File: src/rtl/seque_gen_if.sv
`default_nettype none
// ============================================================================
// Interface : seque_gen_if
// Purpose   : control/pattern inputs and serial outputs of seque_gen
// Revision  : 1.0
// ============================================================================
interface seque_gen_if #(
   parameter int WIDTH = 16
) ();
   localparam int LW = $clog2(WIDTH + 1);

   logic             start;
   logic             stop;
   logic [WIDTH-1:0] pattern;
   logic [LW-1:0]    len;
   logic [7:0]       rpt;
   logic             out;
   logic             valid;
   logic             frame;
   logic             busy;
   logic             done;
   logic             err;

   modport master (
      output start, stop, pattern, len, rpt,
      input  out, valid, frame, busy, done, err
   );

   modport slave (
      input  start, stop, pattern, len, rpt,
      output out, valid, frame, busy, done, err
   );
endinterface
`default_nettype wire

File: src/rtl/seque_gen.sv
`default_nettype none
// ============================================================================
// Module   : seque_gen
// Purpose  : serial bit-pattern generator with repeat count and inter-repeat gap
// Revision : 1.0
// ============================================================================
module seque_gen #(
   parameter int WIDTH = 16,
   parameter int GAP   = 0
) (
   input  wire logic  clk,
   input  wire logic  rst,
   seque_gen_if.slave bus
);
   localparam int LW = $clog2(WIDTH + 1);
   localparam int GW = (GAP > 0) ? $clog2(GAP + 1) : 1;
   localparam logic [LW-1:0] C_WIDTH    = LW'(WIDTH);
   localparam logic [LW-1:0] C_ONE      = LW'(1);
   localparam logic [GW-1:0] C_GAP_LOAD = GW'((GAP > 0) ? GAP - 1 : 0);
   localparam logic [GW-1:0] C_GAP_ONE  = GW'(1);

   typedef enum logic [1:0] {
      S_IDLE  = 2'd0,
      S_SHIFT = 2'd1,
      S_GAP   = 2'd2,
      S_DONE  = 2'd3
   } state_t;

   state_t           r_state;
   logic [WIDTH-1:0] r_pat;
   logic [WIDTH-1:0] r_sr;
   logic [LW-1:0]    r_len;
   logic [LW-1:0]    r_cnt;
   logic [7:0]       r_rpt;
   logic [GW-1:0]    r_gap;
   logic             r_out;
   logic             r_valid;
   logic             r_frame;
   logic             r_busy;
   logic             r_done;
   logic             r_err;

   logic             w_len_ok;
   logic [WIDTH-1:0] w_lj;

   // Pattern is left-justified at capture so the next bit is always the MSB.
   assign w_len_ok = (bus.len != '0) && (bus.len <= C_WIDTH);
   assign w_lj     = bus.pattern << (C_WIDTH - bus.len);

   always_ff @(posedge clk) begin
      if (rst) begin
         r_state <= S_IDLE;
         r_pat   <= '0;
         r_sr    <= '0;
         r_len   <= '0;
         r_cnt   <= '0;
         r_rpt   <= '0;
         r_gap   <= '0;
         r_out   <= 1'b0;
         r_valid <= 1'b0;
         r_frame <= 1'b0;
         r_busy  <= 1'b0;
         r_done  <= 1'b0;
         r_err   <= 1'b0;
      end else begin
         r_done <= 1'b0;
         r_err  <= 1'b0;
         if (r_state == S_IDLE) begin
            r_out   <= 1'b0;
            r_valid <= 1'b0;
            r_frame <= 1'b0;
            r_busy  <= 1'b0;
            if (bus.start) begin
               if (w_len_ok) begin
                  r_pat   <= w_lj;
                  r_len   <= bus.len;
                  r_rpt   <= bus.rpt;
                  r_out   <= w_lj[WIDTH-1];
                  r_sr    <= w_lj << 1;
                  r_cnt   <= bus.len - C_ONE;
                  r_valid <= 1'b1;
                  r_frame <= 1'b1;
                  r_busy  <= 1'b1;
                  r_state <= S_SHIFT;
               end else begin
                  r_err <= 1'b1;
               end
            end
         end else if (bus.stop) begin
            r_state <= S_IDLE;
            r_out   <= 1'b0;
            r_valid <= 1'b0;
            r_frame <= 1'b0;
            r_busy  <= 1'b0;
         end else begin
            case (r_state)
               S_SHIFT: begin
                  if (r_cnt != '0) begin
                     r_out   <= r_sr[WIDTH-1];
                     r_sr    <= r_sr << 1;
                     r_cnt   <= r_cnt - C_ONE;
                     r_frame <= 1'b0;
                  end else if (r_rpt != 8'd0) begin
                     // Saturating count: zero means the final repetition just ended.
                     r_rpt <= r_rpt - 8'd1;
                     if (GAP == 0) begin
                        r_out   <= r_pat[WIDTH-1];
                        r_sr    <= r_pat << 1;
                        r_cnt   <= r_len - C_ONE;
                        r_valid <= 1'b1;
                        r_frame <= 1'b1;
                     end else begin
                        r_state <= S_GAP;
                        r_gap   <= C_GAP_LOAD;
                        r_out   <= 1'b0;
                        r_valid <= 1'b0;
                        r_frame <= 1'b0;
                     end
                  end else begin
                     r_state <= S_DONE;
                     r_done  <= 1'b1;
                     r_out   <= 1'b0;
                     r_valid <= 1'b0;
                     r_frame <= 1'b0;
                  end
               end
               S_GAP: begin
                  if (r_gap != '0) begin
                     r_gap <= r_gap - C_GAP_ONE;
                  end else begin
                     r_state <= S_SHIFT;
                     r_out   <= r_pat[WIDTH-1];
                     r_sr    <= r_pat << 1;
                     r_cnt   <= r_len - C_ONE;
                     r_valid <= 1'b1;
                     r_frame <= 1'b1;
                  end
               end
               S_DONE: begin
                  r_state <= S_IDLE;
                  r_busy  <= 1'b0;
               end
               default: begin
                  r_state <= S_IDLE;
                  r_out   <= 1'b0;
                  r_valid <= 1'b0;
                  r_frame <= 1'b0;
                  r_busy  <= 1'b0;
               end
            endcase
         end
      end
   end

   assign bus.out   = r_out;
   assign bus.valid = r_valid;
   assign bus.frame = r_frame;
   assign bus.busy  = r_busy;
   assign bus.done  = r_done;
   assign bus.err   = r_err;
endmodule
`default_nettype wire

File: src/flat_wrapper.sv
// flat-port wrapper written by rule: the top's interface ports become plain ports
module seque_gen_flat 
#(
   parameter int WIDTH = 16,
   parameter int GAP   = 0
)
  (clk, rst, bus_start, bus_stop, bus_pattern, bus_len, bus_rpt, bus_out, bus_valid, bus_frame, bus_busy, bus_done, bus_err);
  seque_gen_if #(.WIDTH(WIDTH)) bus_i ();
  input  wire logic clk;
  input  wire logic rst;
  input wire logic [$bits(bus_i.start)-1:0] bus_start;
  input wire logic [$bits(bus_i.stop)-1:0] bus_stop;
  input wire logic [$bits(bus_i.pattern)-1:0] bus_pattern;
  input wire logic [$bits(bus_i.len)-1:0] bus_len;
  input wire logic [$bits(bus_i.rpt)-1:0] bus_rpt;
  output wire logic [$bits(bus_i.out)-1:0] bus_out;
  output wire logic [$bits(bus_i.valid)-1:0] bus_valid;
  output wire logic [$bits(bus_i.frame)-1:0] bus_frame;
  output wire logic [$bits(bus_i.busy)-1:0] bus_busy;
  output wire logic [$bits(bus_i.done)-1:0] bus_done;
  output wire logic [$bits(bus_i.err)-1:0] bus_err;
  assign bus_i.start = bus_start;
  assign bus_i.stop = bus_stop;
  assign bus_i.pattern = bus_pattern;
  assign bus_i.len = bus_len;
  assign bus_i.rpt = bus_rpt;
  assign bus_out = bus_i.out;
  assign bus_valid = bus_i.valid;
  assign bus_frame = bus_i.frame;
  assign bus_busy = bus_i.busy;
  assign bus_done = bus_i.done;
  assign bus_err = bus_i.err;
  seque_gen #(.WIDTH(WIDTH), .GAP(GAP)) u_core (.clk(clk), .rst(rst), .bus(bus_i));
endmodule
File: config.mk
export PLATFORM = sky130hd
export DESIGN_NAME = seque_gen_flat
export DESIGN_NICKNAME = d
export VERILOG_FILES = /design/src/rtl/seque_gen_if.sv /design/src/rtl/seque_gen.sv /design/src/flat_wrapper.sv
export SDC_FILE = /design/constraint.sdc
export NUM_CORES = 1
export LEC_CHECK = 0
export CAP_MARGIN = 20
export CORE_UTILIZATION = 51
export DETAILED_ROUTE_END_ITERATION = 10
export PLACE_DENSITY = 0.73
export SYNTH_ARGS = -nofsm -noshare
export SYNTH_HDL_FRONTEND = slang
export SYNTH_SLANG_ARGS = --single-unit
File: constraint.sdc
create_clock -name clk -period 4.6 [get_ports clk]
set_input_delay 0.92 -clock clk [delete_from_list [all_inputs] [get_ports clk]]
set_output_delay 0.92 -clock clk [all_outputs]
set_load 0.02 [all_outputs]
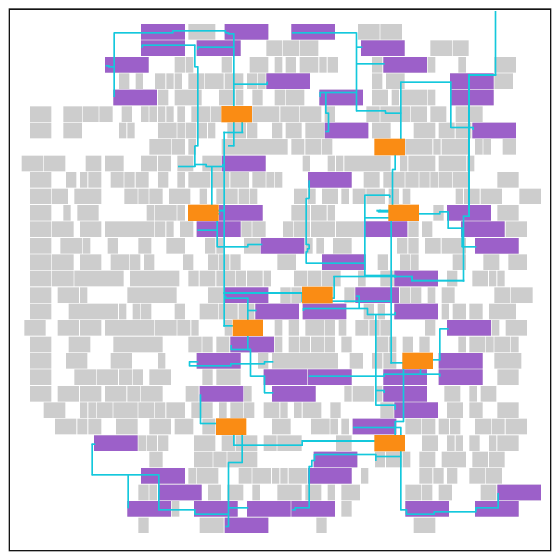
Figure 1: run 1, clock network drawn from the DEF.
cells driving clock nets: in orange, count 9. clock wires: in cyan, length 807 um. flip-flops: in purple, count 57.
There are 10 routed clock nets.
clk pwr: 541 uW
Final Skew: 0.007213 ns
clk_lat worst skew: 0.34 ns

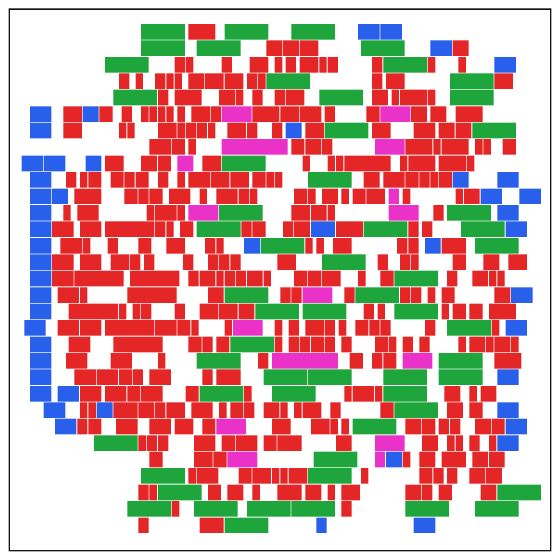
Figure 2: run 1, placement by cell class.
clock drivers and dummy loads: in magenta, cells 16. all other logic: in red, cells 383. other buffers and delay cells: in blue, cells 48. flip-flops: in green, cells 57.
Util after Layout: 0.6205
core area: 7292 um^2
fin area: 4524 um^2
flop share of the area: 0.2522

==> run summary, run 1 <==
run metrics: post-CTS setup buffers 0, crit-path cells clkdlybuf4s50_1, clkinv_1, ha_1, o21ba_2, o32ai_1, nand2_1, or3_1, a21oi_1, crit-path max FO 21, CP startpoint bus_len[0], chip width around 89 um, GR Util met1 0.3706, non-filler instance count after layout between 600 and 700, CTS Root Cell clkbuf_8, Max-Cap Viols 0, hpwl dp around 7200 um, Setup-failing EPs final 0, First-pass DRT Iterations 7, Worst R2R End u_core.r_sr[8], cell taking the most area after synthesis dfxtp_1, Post-synth EDFFs 0, # rows 31, register bit total from synthesis approximately 57, P_int 1266 uW, Worst Slack Setup Final 0.8802 ns, # resized after CTS 0, Peak VDD IR between 0.15 and 0.2 mV, via count between 3000 and 4000, ANT nets after route 0, Max Root-Sink Buffers 2, vias in the first global route between 3000 and 4000, sw frac 0.4077, Final GP Congestion between 0.8 and 0.9, Final #Nets around 540, Comb gate area about 2500 um^2, Cells on Worst Hold Path 2, XOR Share, Synth 0.01803, status finished clean
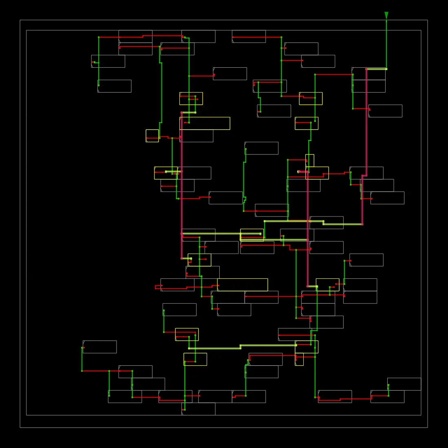
Figure 3: run 1, clock nets.
CTS buffer count: 9
clock sinks: 57

## Run 2: what changed since run 1
--- a/config.mk
+++ b/config.mk
@@ -8,7 +8,7 @@
 export CAP_MARGIN = 20
 export CORE_UTILIZATION = 51
 export DETAILED_ROUTE_END_ITERATION = 10
-export PLACE_DENSITY = 0.73
+export PLACE_DENSITY = 0.75
 export SYNTH_ARGS = -nofsm -noshare
 export SYNTH_HDL_FRONTEND = slang
 export SYNTH_SLANG_ARGS = --single-unit
==> constraint.sdc (replaced) <==
create_clock -name clk -period 3.3 [get_ports clk]
set_input_delay 0.66 -clock clk [delete_from_list [all_inputs] [get_ports clk]]
set_output_delay 0.66 -clock clk [all_outputs]
set_load 0.02 [all_outputs]
==> run 2 against run 1 <==
Effect of this change: non-clock buffer count rose by 19; final cell count is 3.2% higher; highest routed layer unchanged; utilization up 1.3 points; sequential power rose by about 40%; critical path type unchanged; critical endpoint is now u_core.bus.out; sequential share of layout area is 0.53 points lower.
==> run summary, run 2 <==
run metrics: Peak VDD IR 0.2520 mV (was 0.1898 mV), Util after Layout 0.6337 (was 0.6205), post-CTS setup buffers 0 (unchanged), clk pwr 591 uW (was 541 uW), # rows 31 (unchanged), XOR Share, Synth 0.01803 (unchanged), # resized after CTS 0 (unchanged), non-filler instance count after layout 622 (was 603), Setup-failing EPs final 0 (unchanged), Cells on Worst Hold Path 2 (unchanged), P_int 1646 uW (was 1266 uW), chip width 89.29 um (unchanged), Final #Nets 562 (was 543), clk_lat worst skew 0.35 ns (was 0.34 ns), sw frac 0.4258 (was 0.4077), vias in the first global route 3638 (was 3413), GR Util met1 0.3669 (was 0.3706), CTS Root Cell clkbuf_8 (unchanged), clock sinks 57 (unchanged), Post-synth EDFFs 0 (unchanged), First-pass DRT Iterations 7 (unchanged), CP startpoint bus_len[0] (unchanged), ANT nets after route 0 (unchanged), status finished clean (unchanged), register bit total from synthesis 57 (unchanged), via count 3956 (was 3794), Final Skew 0.007943 ns (was 0.007213 ns), Comb gate area 2501 um^2 (unchanged)
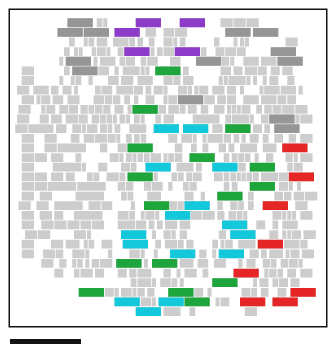
Figure 4: run 2, register map, names as in the netlist.
Scale bar: 20 um. Other sequential cells in the stronger grey, the rest of the logic in the fainter grey.
`u_core.r_cnt`: in purple, sequential cells 5, where top middle. `u_core.r_sr`: in cyan, sequential cells 15. `u_core.r_rpt`: in red, sequential cells 8. `u_core.r_pat`: in green, sequential cells 16.
sequential power: 870 uW
flop share of the area: 0.2470

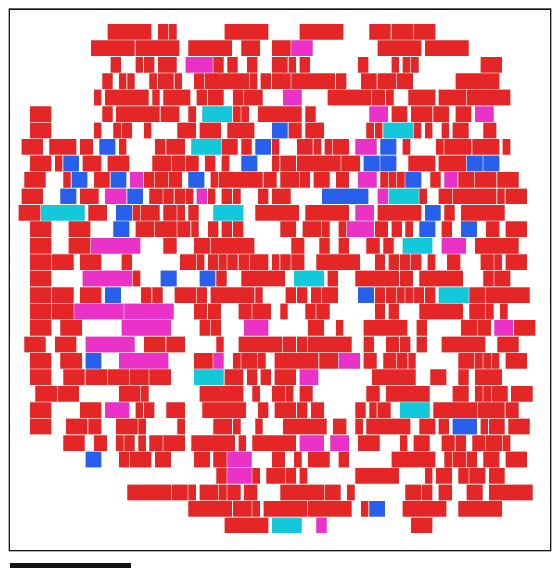
Figure 5: run 2, drive-strength map.
Scale bar: 20 um.
drive 2: in magenta, cells 33, most used mux4_2. drive 1 or less: in red, cells 448, most used dfxtp_1. drive 6 and up: in cyan, cells 12, most used clkbuf_8. drive 3 to 4: in blue, cells 30, most used buf_4.
fin area: 4621 um^2
Worst Slack Setup Final: 0.4991 ns
Layout area overhead: 18.90%

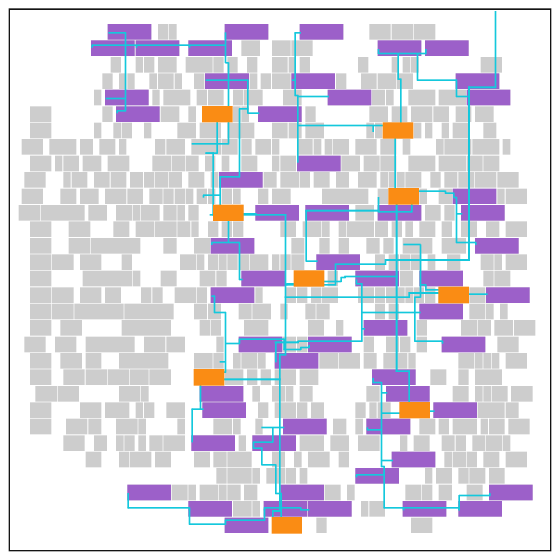
Figure 6: run 2, clock network drawn from the DEF.
cells driving clock nets: in orange, count 9. clock wires: in cyan, length 813 um. flip-flops: in purple, count 57.
There are 10 routed clock nets.

## Run 3: what changed since run 2
--- a/config.mk
+++ b/config.mk
@@ -8,7 +8,7 @@
 export CAP_MARGIN = 20
 export CORE_UTILIZATION = 51
 export DETAILED_ROUTE_END_ITERATION = 10
-export PLACE_DENSITY = 0.75
+export PLACE_DENSITY = 0.73
 export SYNTH_ARGS = -nofsm -noshare
 export SYNTH_HDL_FRONTEND = slang
 export SYNTH_SLANG_ARGS = --single-unit
==> constraint.sdc (replaced) <==
create_clock -name clk -period 2.8 [get_ports clk]
set_input_delay 0.56 -clock clk [delete_from_list [all_inputs] [get_ports clk]]
set_output_delay 0.56 -clock clk [all_outputs]
set_load 0.02 [all_outputs]
==> run 3 against run 2 <==
Effect of this change: register-to-register slack worse by 0.48 ns; worst setup slack worse by 0.33 ns; synthesized cell count stayed put; first-iteration DRC count is 16% lower; count of clock-buffer cells in the layout stayed put; global-route usage is 0.53 points higher; die area stayed put; sequential share of layout area is 1.4 points lower; utilization is 3.8 points higher; combinational power is 27% higher; final area is 6.0% higher; area after synthesis stayed put.
==> run summary, run 3 <==
run metrics: status finished clean (unchanged), cell taking the most area after synthesis dfxtp_1 (unchanged), post-CTS setup buffers 0 (unchanged), Cells on Worst Hold Path 2 (unchanged), clk pwr 765 uW (was 591 uW), First-pass DRT Iterations 5 (was 7), register bit total from synthesis 57 (unchanged), fin area 4900 um^2 (was 4621 um^2), sw frac 0.4105 (was 0.4258), Worst R2R End u_core.r_sr[11] (was u_core.r_sr[13]), XOR Share, Synth 0.01803 (unchanged), GR Util met1 0.3716 (was 0.3669), Final #Nets 594 (was 562), CTS buffer count 9 (unchanged), clock sinks 57 (unchanged), P_int 2108 uW (was 1646 uW), Layout area overhead 26.08% (was 18.90%), Max-Cap Viols 0 (unchanged), crit-path cells clkdlybuf4s50_1, clkinv_1, ha_1, buf_12, mux2i_1, mux4_2, buf_4, or3_1, a21oi_1 (was clkdlybuf4s50_1, clkinv_1, ha_1, buf_12, mux2i_1, mux4_2, mux2i_1, a2bb2oi_1, a211oi_1), CTS Root Cell clkbuf_8 (unchanged), hpwl dp 8256 um (was 7744 um)
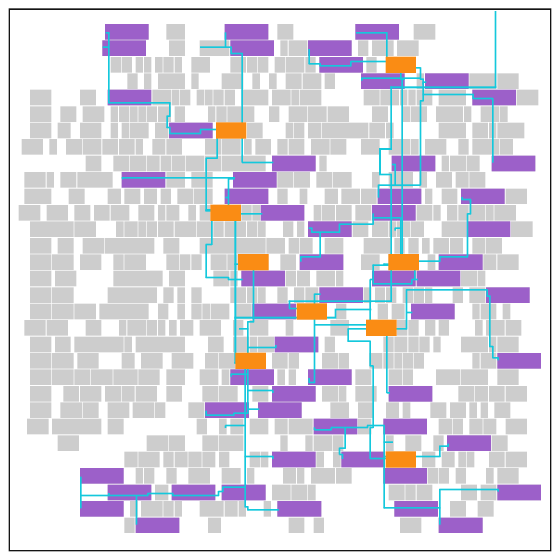
Figure 7: run 3, clock network drawn from the DEF.
clock wires: in cyan, length 822 um. cells driving clock nets: in orange, count 9. flip-flops: in purple, count 57.
Position of the flops: widely spread.
clk_lat worst skew: 0.33 ns
Final Skew: 0.009045 ns

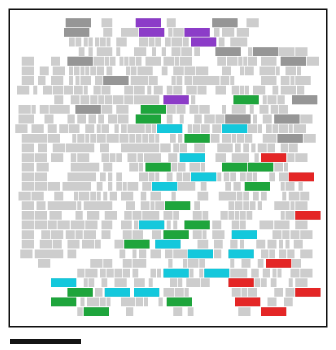
Figure 8: run 3, register map, names as in the netlist.
Scale bar: 20 um. Other sequential cells in the stronger grey, the rest of the logic in the fainter grey.
`u_core.r_rpt`: in red, sequential cells 8, where bottom right. `u_core.r_cnt`: in purple, sequential cells 5, where top middle. `u_core.r_sr`: in cyan, sequential cells 15. `u_core.r_pat`: in green, sequential cells 16.
Another 13 sequential cells are not coloured.
Storage cell area: 1141 um^2
flop share of the area: 0.2329
Util after Layout: 0.6719

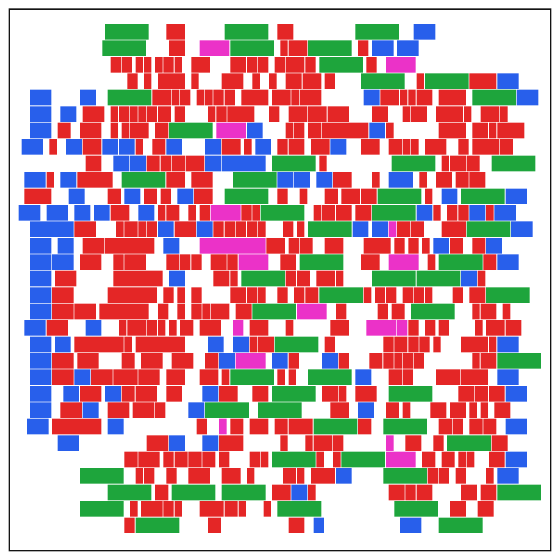
Figure 9: run 3, placement by cell class.
flip-flops: in green, cells 57. all other logic: in red, cells 383. other buffers and delay cells: in blue, cells 99. clock drivers and dummy loads: in magenta, cells 16.

No activity file was given, so power comes from the tool's default toggle rates.
